### config.mk
export PLATFORM = sky130hd
export DESIGN_NAME = fir_pkt_src_flat
export DESIGN_NICKNAME = d
export VERILOG_FILES = /design/src/rtl/fir_pkt_src_pkg.sv /design/src/rtl/fir_pkt_src_if.sv /design/src/rtl/fir_pkt_src_fifo.sv /design/src/rtl/fir_pkt_src.sv /design/src/flat_wrapper.sv
export SDC_FILE = /design/constraint.sdc
export NUM_CORES = 1
export LEC_CHECK = 0
export ABC_AREA = 1
export CAP_MARGIN = 30
export CORE_UTILIZATION = 60
export CTS_BUF_LIST = sky130_fd_sc_hd__clkbuf_4 sky130_fd_sc_hd__clkbuf_8
export DETAILED_ROUTE_END_ITERATION = 6
export HOLD_SLACK_MARGIN = 0.05
export PLACE_DENSITY = 0.78
export SYNTH_ARGS = -nofsm -noshare
export SYNTH_HDL_FRONTEND = slang
export SYNTH_SLANG_ARGS = --single-unit
### constraint.sdc
create_clock -name CLK -period 4.23 [get_ports CLK]
set_clock_uncertainty 0.1 [all_clocks]
set_input_delay 1.0575 -clock CLK [delete_from_list [all_inputs] [get_ports CLK]]
set_output_delay 1.0575 -clock CLK [all_outputs]
set_load 0.02 [all_outputs]
### src/rtl/fir_pkt_src_pkg.sv
// Shared types and width helpers for the FIR packet source.
package fir_pkg;

  typedef enum logic [1:0] {
    IDLE     = 2'd0,
    RUN      = 2'd1,
    STOPPING = 2'd2
  } pkt_state_t;

  localparam int unsigned DEF_DATA_WIDTH = 16;

  // Reference layout of one buffered beat; modules rebuild it at their own width.
  typedef struct packed {
    logic                      last;
    logic [DEF_DATA_WIDTH-1:0] data;
  } fifo_entry_t;

  function automatic int unsigned entry_width(input int unsigned data_width);
    return data_width + 1;
  endfunction

  function automatic int unsigned beat_cnt_width(input int unsigned pkt_len);
    return $clog2(pkt_len);
  endfunction

endpackage

### src/rtl/fir_pkt_src_if.sv
// AXI-stream style beat channel between the packet source and the FIR top.
interface fir_pkt_src_if #(
  parameter int unsigned DATA_WIDTH = 16
);
  logic [DATA_WIDTH-1:0] TDATA;
  logic                  TLAST;
  logic                  TVALID;
  logic                  TREADY;

  modport master (output TDATA, TLAST, TVALID, input TREADY);
  modport slave  (input TDATA, TLAST, TVALID, output TREADY);
endinterface

### src/rtl/fir_pkt_src_fifo.sv
// First-word-fall-through FIFO; DEPTH counts the output register plus DEPTH-1 RAM slots.
module fir_sync_fifo #(
  parameter int unsigned WIDTH = 17,
  parameter int unsigned DEPTH = 16
) (
  input  logic                     clk,
  input  logic                     rst_n,
  input  logic                     push,
  input  logic [WIDTH-1:0]         din,
  input  logic                     pop,
  output logic [WIDTH-1:0]         dout,
  output logic                     dout_valid,
  output logic [$clog2(DEPTH):0]   level
);

  localparam int unsigned MEM_DEPTH = DEPTH - 1;
  localparam int unsigned PW        = $clog2(DEPTH);
  localparam int unsigned LW        = $clog2(DEPTH) + 1;

  logic [WIDTH-1:0] mem [MEM_DEPTH];
  logic [PW-1:0]    wr_ptr, rd_ptr, mem_cnt;
  logic             load_out, from_mem, bypass, mem_wr;

  function automatic logic [PW-1:0] ptr_inc(input logic [PW-1:0] p);
    return (p == PW'(MEM_DEPTH - 1)) ? '0 : p + 1'b1;
  endfunction

  // The output register refills from RAM first; an empty RAM lets a push land there directly.
  always_comb begin
    load_out = !dout_valid || pop;
    from_mem = load_out && (mem_cnt != '0);
    bypass   = load_out && (mem_cnt == '0) && push;
    mem_wr   = push && !bypass;
  end

  always_ff @(posedge clk or negedge rst_n) begin
    if (!rst_n) begin
      wr_ptr     <= '0;
      rd_ptr     <= '0;
      mem_cnt    <= '0;
      dout       <= '0;
      dout_valid <= 1'b0;
    end else begin
      if (mem_wr)   wr_ptr <= ptr_inc(wr_ptr);
      if (from_mem) rd_ptr <= ptr_inc(rd_ptr);
      mem_cnt <= mem_cnt + PW'(mem_wr) - PW'(from_mem);
      if (load_out) begin
        dout_valid <= from_mem || bypass;
        if (from_mem)    dout <= mem[rd_ptr];
        else if (bypass) dout <= din;
      end
    end
  end

  always_ff @(posedge clk) begin
    if (mem_wr) mem[wr_ptr] <= din;
  end

  assign level = LW'(mem_cnt) + LW'(dout_valid);

endmodule

### src/rtl/fir_pkt_src.sv
// Packet framing source for the FIR S_AXIS port: buffers a valid-only stream into PKT_LEN-beat packets.
// Optional internal ramp generator enabled by defining FIR_PKT_SRC_BIST_EN (adds BIST_MODE input).
module fir_pkt_src
  import fir_pkg::*;
#(
  parameter int unsigned DATA_WIDTH = 16,
  parameter int unsigned PKT_LEN    = 64,
  parameter int unsigned DEPTH      = 16,
  parameter int unsigned CNT_WIDTH  = 16
) (
  input  logic                   CLK,
  input  logic                   ARESETN,
  input  logic                   ENABLE,
  input  logic                   SAMPLE_VALID,
  input  logic [DATA_WIDTH-1:0]  SAMPLE_DATA,
`ifdef FIR_PKT_SRC_BIST_EN
  input  logic                   BIST_MODE,
`endif
  fir_pkt_src_if.master          M_AXIS,
  input  logic                   CLEAR_STATUS,
  output logic                   OVERFLOW,
  output logic [CNT_WIDTH-1:0]   DROP_COUNT,
  output logic [$clog2(DEPTH):0] FILL_LEVEL
);

  localparam int unsigned BW = beat_cnt_width(PKT_LEN);
  localparam int unsigned EW = entry_width(DATA_WIDTH);
  localparam int unsigned LW = $clog2(DEPTH) + 1;

  typedef struct packed {
    logic                  last;
    logic [DATA_WIDTH-1:0] data;
  } entry_t;

  pkt_state_t            state, state_nxt;
  logic [BW-1:0]         beat_cnt, beat_nxt;
  logic                  capture, level_ok, attempt, wr_en, drop, last_beat;
  logic                  src_valid;
  logic [DATA_WIDTH-1:0] src_data;
  entry_t                wr_entry, rd_entry;
  logic                  tvalid;

  assign capture   = (state != IDLE);
  assign level_ok  = (FILL_LEVEL < LW'(DEPTH));
  assign last_beat = (beat_cnt == BW'(PKT_LEN - 1));

`ifdef FIR_PKT_SRC_BIST_EN
  logic [DATA_WIDTH-1:0] ramp;

  always_comb begin
    src_valid = BIST_MODE ? level_ok : SAMPLE_VALID;
    src_data  = BIST_MODE ? ramp : SAMPLE_DATA;
  end

  always_ff @(posedge CLK or negedge ARESETN) begin
    if (!ARESETN)                ramp <= '0;
    else if (wr_en && BIST_MODE) ramp <= ramp + 1'b1;
  end
`else
  assign src_valid = SAMPLE_VALID;
  assign src_data  = SAMPLE_DATA;
`endif

  always_comb begin
    attempt  = src_valid && capture;
    wr_en    = attempt && level_ok;
    drop     = attempt && !level_ok;
    beat_nxt = beat_cnt;
    if (wr_en) beat_nxt = last_beat ? '0 : beat_cnt + 1'b1;
    wr_entry = '{last: last_beat, data: src_data};
  end

  always_comb begin
    state_nxt = state;
    case (state)
      IDLE:     if (ENABLE) state_nxt = RUN;
      RUN:      if (!ENABLE) state_nxt = (beat_nxt == '0) ? IDLE : STOPPING;
      STOPPING: if (wr_en && last_beat) state_nxt = IDLE;
      default:  state_nxt = IDLE;
    endcase
  end

  always_ff @(posedge CLK or negedge ARESETN) begin
    if (!ARESETN) begin
      state    <= IDLE;
      beat_cnt <= '0;
    end else begin
      state    <= state_nxt;
      beat_cnt <= beat_nxt;
    end
  end

  // A drop coinciding with a clear restarts the count at one rather than zero.
  always_ff @(posedge CLK or negedge ARESETN) begin
    if (!ARESETN) begin
      OVERFLOW   <= 1'b0;
      DROP_COUNT <= '0;
    end else if (drop) begin
      OVERFLOW <= 1'b1;
      if (CLEAR_STATUS)     DROP_COUNT <= CNT_WIDTH'(1);
      else if (!(&DROP_COUNT)) DROP_COUNT <= DROP_COUNT + 1'b1;
    end else if (CLEAR_STATUS) begin
      OVERFLOW   <= 1'b0;
      DROP_COUNT <= '0;
    end
  end

  fir_sync_fifo #(
    .WIDTH (EW),
    .DEPTH (DEPTH)
  ) u_fifo (
    .clk        (CLK),
    .rst_n      (ARESETN),
    .push       (wr_en),
    .din        (wr_entry),
    .pop        (tvalid && M_AXIS.TREADY),
    .dout       (rd_entry),
    .dout_valid (tvalid),
    .level      (FILL_LEVEL)
  );

  assign M_AXIS.TVALID = tvalid;
  assign M_AXIS.TDATA  = rd_entry.data;
  assign M_AXIS.TLAST  = rd_entry.last;

endmodule

### src/flat_wrapper.sv
// flat-port wrapper written by rule: the top's interface ports become plain ports
module fir_pkt_src_flat import fir_pkg::*;
#(
  parameter int unsigned DATA_WIDTH = 16,
  parameter int unsigned PKT_LEN    = 64,
  parameter int unsigned DEPTH      = 16,
  parameter int unsigned CNT_WIDTH  = 16
)
  (CLK, ARESETN, ENABLE, SAMPLE_VALID, SAMPLE_DATA, CLEAR_STATUS, OVERFLOW, DROP_COUNT, FILL_LEVEL, M_AXIS_TDATA, M_AXIS_TLAST, M_AXIS_TVALID, M_AXIS_TREADY);
  fir_pkt_src_if #(.DATA_WIDTH(DATA_WIDTH)) M_AXIS_i ();
  input  logic CLK;
  input  logic ARESETN;
  input  logic ENABLE;
  input  logic SAMPLE_VALID;
  input  logic [DATA_WIDTH-1:0] SAMPLE_DATA;
  input  logic CLEAR_STATUS;
  output logic OVERFLOW;
  output logic [CNT_WIDTH-1:0] DROP_COUNT;
  output logic [$clog2(DEPTH):0] FILL_LEVEL;
  output wire logic [$bits(M_AXIS_i.TDATA)-1:0] M_AXIS_TDATA;
  output wire logic [$bits(M_AXIS_i.TLAST)-1:0] M_AXIS_TLAST;
  output wire logic [$bits(M_AXIS_i.TVALID)-1:0] M_AXIS_TVALID;
  input wire logic [$bits(M_AXIS_i.TREADY)-1:0] M_AXIS_TREADY;
  assign M_AXIS_TDATA = M_AXIS_i.TDATA;
  assign M_AXIS_TLAST = M_AXIS_i.TLAST;
  assign M_AXIS_TVALID = M_AXIS_i.TVALID;
  assign M_AXIS_i.TREADY = M_AXIS_TREADY;
  fir_pkt_src #(.DATA_WIDTH(DATA_WIDTH), .PKT_LEN(PKT_LEN), .DEPTH(DEPTH), .CNT_WIDTH(CNT_WIDTH)) u_core (.CLK(CLK), .ARESETN(ARESETN), .ENABLE(ENABLE), .SAMPLE_VALID(SAMPLE_VALID), .SAMPLE_DATA(SAMPLE_DATA), .M_AXIS(M_AXIS_i), .CLEAR_STATUS(CLEAR_STATUS), .OVERFLOW(OVERFLOW), .DROP_COUNT(DROP_COUNT), .FILL_LEVEL(FILL_LEVEL));
endmodule
Track usage over the die:
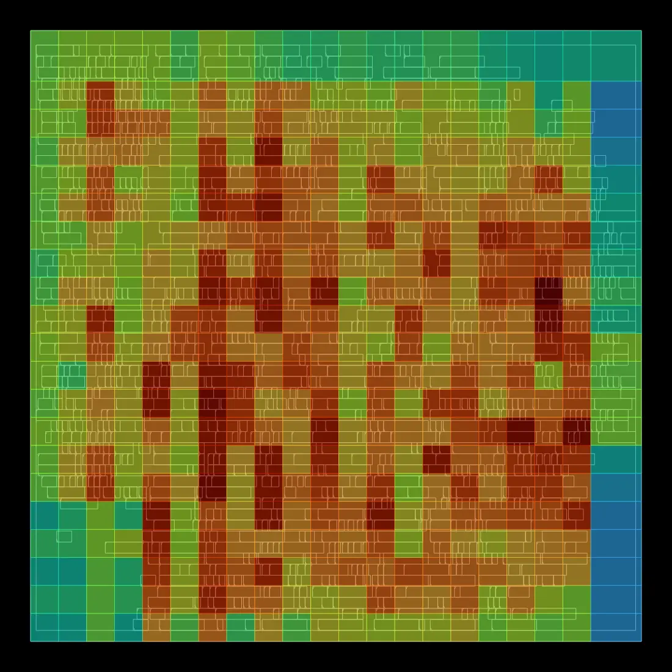
GRT Total Usage: 0.3020
M1 GR Usage: 0.3840
fin util: 0.7168
met2 Usage GRT: 0.4986

M2 wires:
Scale: 3 px per um. Cells faint in the background.
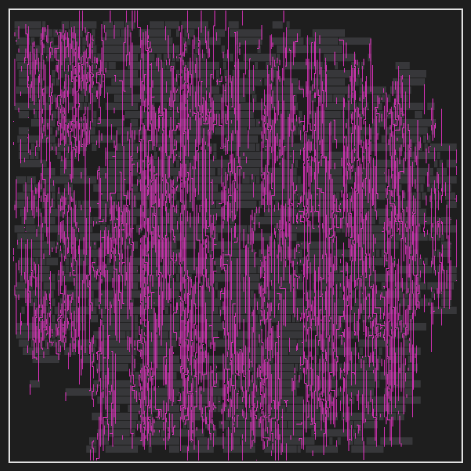
longest straight run	78.9 um
main direction	vertical

==> reports/metrics.yaml <==
logic_synthesis:
  synth_top_cell_by_count: "nand2_1"
  fp_nets: 1260
  avgSynthCellArea_um2: 10.79
  synth-edff-count: 255
  yosysWarnings: 0
  ys_types: 35
  synthFlopType: "edfxtp_1"
  synth_cells: 1226
  logic_family: "simple AND/OR/NAND/NOR gates"
  ys_ff: 310
setup_path:
  path_buffers: 2
  cp_top_family: "buffers and inverters"
  cp-end-kind: "output pin"
  cp-startpoint: "u_core.u_fifo.mem_cnt[0]"
  cp.arrival_ps: 2250
  critPathKind: "reg2out"
  required_ps: 3070
die:
  die-width_um: 150.5
  pin_count: 62
power_and_ir_drop:
  pg_comb_mw: 3.38
  p_comb_frac: 0.342
  clkPwrFrac: 0.265
  p_leak_nw: 5.921
  power.density_mw_per_mm2: 647.7
  seq-power_mw: 3.88
  vdd_ir_drop_max_mv: 0.4784
clock_tree:
  clock-sinks: 310
  cts_resized: 0
  cts_buffer_depth: 3
  hold_buffers: 0
placement:
  dp.cells: 1539
  hpwl_mm: 20.67
final_layout:
  reg_top3: "u_core.u_fifo.mem (255), u_core.u_fifo.dout (17), u_core.DROP_COUNT (16)"
  fill_cells: 1452
drt:
  dr_wl_met3_mm: 2.592
  wire_per_inst_um: 19.85
  vias: 9457
global_route:
  busiest_layer: "met2"
final_timing:
  fin_crit_ps: 3403
  worst_pin_slew_ps: 1042
  finalCritPeriodShare: 0.8044
outcome:
  status: "finished clean"
job:
  maxCapViolations: 0
The metal 3 layer:
Scale: 3 px per um. Cells faint in the background.
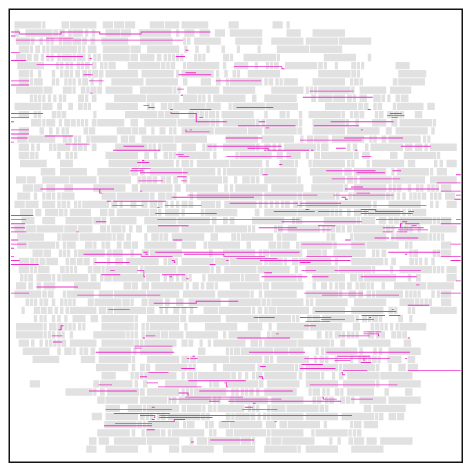
nets with wire on the layer	146
longest straight run	63.9 um
share of all routed wire	8.0%
wire length on this layer	2590 um
met3 Use GR: 0.05212
total wire length: 32.42 mm

Pin placement:
Scale: 3 px per um. Pins as bars across the die edge, other pins in grey.
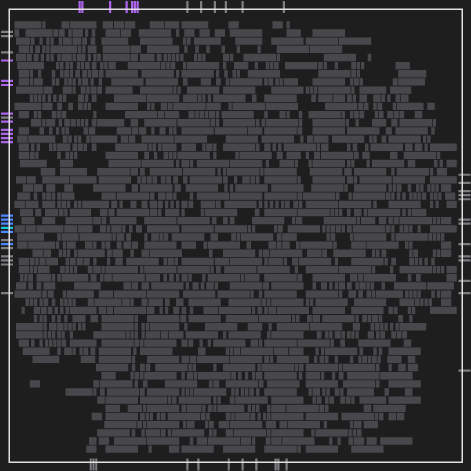
colour	port	pins	direction	edge
blue	`FILL_LEVEL`	5	output	west
cyan	`M_AXIS_TVALID`	1	output	west
purple	`DROP_COUNT`	16	output	9 west, 7 north
all pins by edge	25 west, 13 north, 13 east, 11 south

-- tightest hold or removal path: cells and delay by family, from the launching register on --
| family | cells | cell delay (ps) |
|---|---|---|
| DFF | 1 | 340 |
| and+or+nand+nor | 2 | 100 |
-- cell type report --
type / count / area [um^2] / area share
clock buffer: 79 / 949.7 / 0.06224
clock inverter: 15 / 98.84 / 0.006478
inverter: 100 / 377.9 / 0.02476
multi-input combinational: 763 / 3590 / 0.2353
sequential: 310 / 9035 / 0.5921
tap: 275 / 344.1 / 0.02255
timing repair buffer: 91 / 863.3 / 0.05658
-- final timing paths --
path | end | slack [ps]
setup / recovery | FILL_LEVEL[4] | 830
hold / removal | u_core.u_fifo.dout[0] | 380
setup reg to reg | u_core.u_fifo.dout[7] | 1470
hold reg to reg | u_core.u_fifo.dout[0] | 380
max in group asynchronous | u_core.u_fifo.rd_ptr[0] | 2650
min in group asynchronous | u_core.DROP_COUNT[4] | 480
-- metrics by stage --
stage / area, um^2 / hold WS [ps] / utilization
after floorplan: 13220 / 364.9 / -
after global routing: 15260 / 415.2 / 0.7168
after detailed placement: 14210 / 367.8 / 0.6675
final: 15260 / 379.1 / 0.7168
after global placement: 14160 / 361.1 / 0.6653
after CTS: 15260 / 386.5 / 0.7168
-- layout by cell type (no fill, tap or decap), types with 6 or more instances in the layout --
cell type and n:
nand2_1 329, edfxtp_1 255, nor2_1 126, inv_1 92
nand3_1 88, clkdlybuf4s50_1 60, clkbuf_8 57, dfrtp_1 54
nand4_1 46, a21oi_1 45, o21ai_0 35, buf_4 28
clkbuf_4 22, o211ai_1 19, nor2_2 16, ha_1 11
xor2_1 8, nor3_1 8, o21ai_1 7, clkinv_1 7
inv_2 6, clkinv_2 6
